Run 1, pin placement:
Scale: 3 px per µm. Pins as bars across the die edge, other pins in gray.
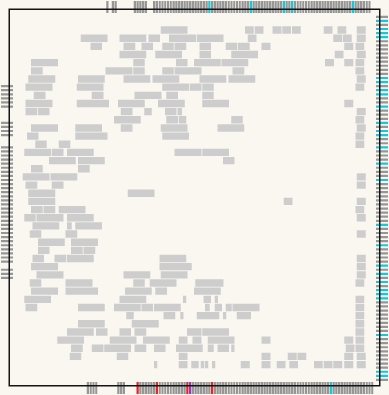
Run 1, cell density map:
Scale: 3 px per µm. The die is cut into 12 by 12 equal tiles; black is low, pale yellow is high, 0 to 100% covered.
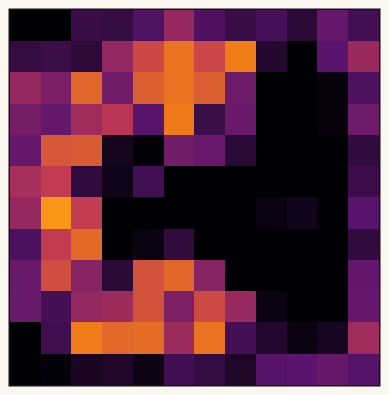
Run 1, clock nets:
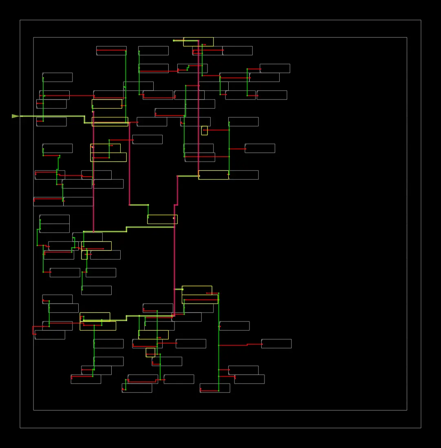
==> config.mk <==
export PLATFORM = sky130hd
export DESIGN_NAME = alu_arbiter_flat
export DESIGN_NICKNAME = d
export VERILOG_FILES = /design/src/rtl/alu_arbiter_if.sv /design/src/rtl/alu_arbiter.sv /design/src/flat_wrapper.sv
export SDC_FILE = /design/constraint.sdc
export NUM_CORES = 1
export LEC_CHECK = 0
export CAP_MARGIN = 0
export CELL_PAD_IN_SITES_DETAIL_PLACEMENT = 0
export CELL_PAD_IN_SITES_GLOBAL_PLACEMENT = 1
export CORE_AREA = 4 4 119 121
export DETAILED_ROUTE_END_ITERATION = 8
export DIE_AREA = 0 0 123 125
export DONT_BUFFER_PORTS = 1
export PLACE_DENSITY = 0.56
export REMOVE_ABC_BUFFERS = 1
export SETUP_SLACK_MARGIN = 0.3
export SKIP_CTS_REPAIR_TIMING = 1
export SLEW_MARGIN = 20
export SYNTH_ARGS = -nofsm -noshare
export SYNTH_HDL_FRONTEND = slang
export SYNTH_SLANG_ARGS = --single-unit
==> constraint.sdc <==
create_clock -name CLK -period 5.3 [get_ports CLK]
set_input_delay 1.06 -clock CLK [delete_from_list [all_inputs] [get_ports CLK]]
set_output_delay 1.06 -clock CLK [all_outputs]
set_load 0.02 [all_outputs]
==> impl_metrics.json, run 1 <==
{
  "path_common_cell": "buf_4",
  "nMultiInputCombCells": 146,
  "nWellTaps": 176,
  "drc": 0,
  "fin_tns_setup_ns": 0,
  "p_leak_uw": 0.001566,
  "cts_tree": "built",
  "intPower_uw": 1358,
  "clkCellAreaFrac_pct": 9.574,
  "clk_latency_ns": 0.33,
  "finalClockPeriodUsage_pct": 71.22,
  "die_x_um": 123,
  "comb_area_um2": 1443,
  "yosys-stat-area_um2": 3287,
  "syn2layout_area_growth_pct": 15.30,
  "ys_async_sr_fraction_pct": 100.0,
  "ys_sh_aoi_pct": 19.53,
  "netlist.top_cell.by_instances": "dfrtp_1",
  "p_per_area_nw_per_um2": 558.1,
  "critPathArrivalTime_ns": 2.71,
  "cp_max_fo": 83,
  "muxShareOfSynthArea_pct": 21.93,
  "cp_slowest_stage_delay_ns": 0.66,
  "dp_cells": 398,
  "lay_top_count": "dfrtp_1",
  "slew_viol_final": 0,
  "synth_top_area_share_pct": 52.53,
  "vias": 2136,
  "share_comb_of_total_power_pct": 20.6,
  "gp_congestion": 0.7304,
  "path_clk_slew_ns": 0.06,
  "top_area_cell_class": "sequential cells",
  "fmax_mhz": 264.9,
  "place_ws_ns": 1.542,
  "synth_area_um2": 3287,
  "post_drt_wl_per_cell_um": 27.43,
  "place_hpwl_um": 9147,
  "die-area_um2": 15380,
  "grt_pass1_wl_um": 15370,
  "ff_type": "dfrtp_1",
  "ys_sh_simple_pct": 1.751,
  "critical_path_class": "input port to output port",
  "fill_cells": 1325,
  "setup_viol": 0,
  "whs_ns": 0.4181,
  "tool_warnings": 25,
  "busiest_layer": "met2",
  "slew_headroom_pct": 44.32,
  "layout-drive-gt1-share_pct": 36.13,
  "period_minus_slack_ns": 3.775,
  "swShare_pct": 35.81,
  "inverters": 4,
  "rows": 42,
  "pg_comb_uw": 435,
  "dr.max_layer_used": "met4",
  "status": "finished clean",
  "synthTopCellsByCount": "dfrtp_1, a22o_1, mux2_2",
  "postSynthAreaPerCell_um2": 13.64,
  "nNonClkBuffers": 3,
  "finalNetCount": 407,
  "dpl_cell_area_um2": 3427,
  "tightestPinTransition_ns": 0.8352,
  "sh_comb_area_pct": 38.07,
  "edf_count": 0,
  "p_seq_share_pct": 45.1,
  "ant_nets": 0,
  "synthTopCellsByArea": "dfrtp_1, mux2_2, a22o_1",
  "topCombFamilyByArea": "multiplexers",
  "diodes": 0,
  "dr.pass1.iters": 4,
  "syn_inst": 241,
  "maxCapViolCount": 0,
  "wl_met2_um": 5925,
  "yosysWarningCount": 0,
  "crit_buf_inv": 2,
  "grt_antenna_before_repair": 0,
  "ioPinCount": 312,
  "cts.htree.levels": 3,
  "power_leader": "sequential cells",
  "finClkSkew_ns": 0.003861,
  "crit_slowest_cell": "buf_4",
  "startpoint_type": "input port",
  "hold_viol_final": 0,
  "final_area_um2": 3790,
  "wl_met3_um": 1301,
  "min_path_type": "input port to asynchronous set/reset pin",
  "r2r_slack_ns": 2.64,
  "grt_max_degree": 84,
  "initialDrtViolationCount": 69,
  "cp_cell_sequence": "nand2b_4, a311oi_4, buf_4, buf_4",
  "fp_util_pct": 25.12,
  "path_depth": 4,
  "buf_share_pct": 0.5943,
  "adder_share_pct": 0,
  "use_met3_pct": 5.420,
  "ys_cells": 241,
  "top_area_cell": "dfrtp_1",
  "use_met1_pct": 14.55,
  "end_kind": "output port",
  "seqCellArea_um2": 1727,
  "seq_area_share_pct": 45.56
}
Back to the opening pictures, 'pin placement':
[`bus_RSP1_ready`] purple | pins: 1 | direction: input | edge: bottom
[`ALU_fun`] red | pins: 4 | direction: output | edge: bottom
[`bus_REQ0_srcA`] cyan | pins: 32 | direction: input | edge: 26 right, 5 top, 1 bottom
Buffers on Ports: 0
Die Y: 125 µm

Back to the opening pictures, 'cell density map':
nearly empty tiles: 28%
tiles over 75% full: 0.70%
fullest tile: 77%
densest ninth of the die: top center
emptiest ninth of the die: middle right
Core Region: 13090 µm²
Util after Layout: 28.96%

Back to the opening pictures, 'clock nets':
clk sinks: 69
Num CTS Buffers: 9
CLK BUF: 9
Power Clock: 727 µW
flip-flops: 69

==> run 2: changes to the inputs <==
clock period = 3.5 ns   (was 5.3 ns; I/O delays follow)
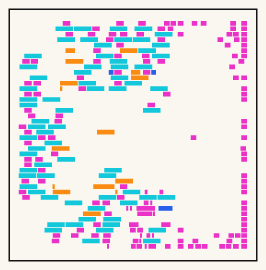
Run 2: placement by cell class
Scale: 2 px per µm.
[all other logic] magenta | cells: 150
[other buffers and delay cells] blue | cells: 3
[clock drivers and dummy loads] orange | cells: 15
[flip-flops] cyan | cells: 69
Cell Rows: 42
Finished Cell Area: 3734 µm²
Util after Layout: 28.53%
sequential share of cell area: 46.25%

==> run 2 against run 1 <==
  * Non-clock buffer count unchanged
  * Largest power group unchanged
  * Synthesized cell count unchanged
  * Highest routed layer unchanged
  * Worst setup slack got worse by 0.94 ns
  * Global-route usage about the same
==> impl_metrics.json, run 2 <==
{
  "status": "finished clean",
  "diodes": 0,
  "cts.htree.levels": 3,
  "core_um2": 13090,
  "seq_power_uw": 1440,
  "ys_sh_aoi_pct": 19.53,
  "power_frac_clock_pct": 30.2,
  "inverters": 4,
  "clkCellAreaFrac_pct": 7.875,
  "power_uw": 3012,
  "ctsLongestPathBuffers": 2,
  "first_global_vias": 2268,
  "cp_max_fo": 74,
  "tool_warnings": 27,
  "critPathArrivalTime_ns": 2.22,
  "r2r_slack_ns": 1.11,
  "top_area_cell": "dfrtp_1",
  "wl_met2_um": 5864,
  "finalNetCount": 407,
  "rr_worst_depth": 4,
  "fill_cells": 1344,
  "period_minus_slack_ns": 2.918,
  "ys_sh_simple_pct": 1.751,
  "powerClk_uw": 909,
  "adder_share_pct": 0,
  "cp_slowest_stage_delay_ns": 0.66,
  "p_leak_uw": 0.001537,
  "clkbuf_count": 14,
  "lay_top_count": "dfrtp_1",
  "fin_tns_setup_ns": 0,
  "place_ws_ns": 0.7089,
  "setup_viol": 0,
  "min_path_type": "input port to asynchronous set/reset pin",
  "share_comb_of_total_power_pct": 22.0,
  "end_kind": "output port",
  "topCombFamilyByArea": "multiplexers",
  "layout_top_cells": "dfrtp_1, a22o_1, mux2_2, clkbuf_16",
  "gp_congestion": 0.7407,
  "syn2layout_area_growth_pct": 13.59,
  "maxCapViolCount": 0,
  "fmax_mhz": 342.7,
  "fin_ws_ns": 0.5820,
  "peakVddDrop_v": 0.0003758,
  "ff_type": "dfrtp_1",
  "grt_overflow_total": 0,
  "dpl_cell_area_um2": 3440,
  "path_depth": 3,
  "clk_latency_ns": 0.33,
  "die-area_um2": 15380,
  "ys_seq_share_pct": 52.53,
  "seqCellArea_um2": 1727,
  "pg_comb_uw": 663,
  "startpoint_type": "flip-flop",
  "power_leader": "sequential cells",
  "use_met3_pct": 6.052,
  "vias": 2122,
  "required_ns": 2.80,
  "synth_top_area_share_pct": 52.53,
  "portBuffers": 0,
  "grt_antenna_before_repair": 0,
  "place_hpwl_um": 8949,
  "nWellTaps": 176,
  "synthTopCellsByCount": "dfrtp_1, a22o_1, mux2_2",
  "netlist.top_cell.by_instances": "dfrtp_1",
  "intPower_uw": 1883,
  "initialDrtViolationCount": 67,
  "use_met1_pct": 14.78,
  "p_seq_share_pct": 47.8,
  "critical_path_class": "flip-flop to output port",
  "hold_viol_final": 0,
  "tightestPinTransition_ns": 0.7506,
  "yosys-stat-area_um2": 3287,
  "top_area_cell_class": "sequential cells",
  "slew_viol_final": 0,
  "dr.max_layer_used": "met4",
  "grt.total_usage_pct": 13.62,
  "buf_share_pct": 0.9383,
  "cp_cell_sequence": "nor2b_4, o311a_4, buf_4",
  "ctsRootBufferMaster": "clkbuf_16",
  "nMultiInputCombCells": 146,
  "viasPerCell": 5.138,
  "cts_sinks": 69,
  "crit_family": "AND-OR/OR-AND gates",
  "ioPinCount": 312,
  "swShare_pct": 37.50,
  "p_per_area_nw_per_um2": 806.8,
  "finClkSkew_ns": 0.007038,
  "fp_util_pct": 25.12,
  "sh_comb_area_pct": 38.64,
  "nNonClkBuffers": 3,
  "dp_cells": 398,
  "whs_ns": 0.06227,
  "synth_area_um2": 3287,
  "cts_tree": "built",
  "crit_slowest_cell": "o311a_4",
  "muxShareOfSynthArea_pct": 21.93,
  "grtUsageMet2_pct": 24.03,
  "ys.flops": 69,
  "ys_cells": 241,
  "drc": 0,
  "post_drt_wl_per_cell_um": 27.57,
  "cts_made_buffers": 9,
  "grt_pass1_wl_um": 15260,
  "yosysWarningCount": 0,
  "ys_async_sr_fraction_pct": 100.0,
  "grt_max_degree": 104,
  "dr.pass1.iters": 4,
  "slew_headroom_pct": 49.96,
  "path_clk_slew_ns": 0.06,
  "crit_buf_inv": 1,
  "wl_met3_um": 1333,
  "wl_met1_um": 4048,
  "stdcell_count": 413,
  "syn_inst": 241,
  "flops": 69,
  "ant_nets": 0,
  "synthTopCellsByArea": "dfrtp_1, mux2_2, a22o_1",
  "postSynthAreaPerCell_um2": 13.64,
  "synth-xor-area-share_pct": 0,
  "busiest_layer": "met2",
  "finalClockPeriodUsage_pct": 83.37,
  "comb_area_um2": 1443,
  "edf_count": 0,
  "layout-drive-gt1-share_pct": 34.60
}
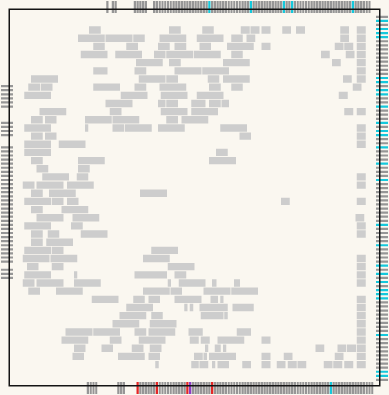
Run 2: pin placement
Scale: 3 px per µm. Pins as bars across the die edge, other pins in gray.
[`bus_RSP1_ready`] purple | pins: 1 | direction: input | edge: bottom
[`bus_REQ0_srcA`] cyan | pins: 32 | direction: input | edge: 26 right, 5 top, 1 bottom
[`ALU_fun`] red | pins: 4 | direction: output | edge: bottom
Die X-Extent: 123 µm

Power figures rest on the tool's default switching activity, not on a simulated workload.
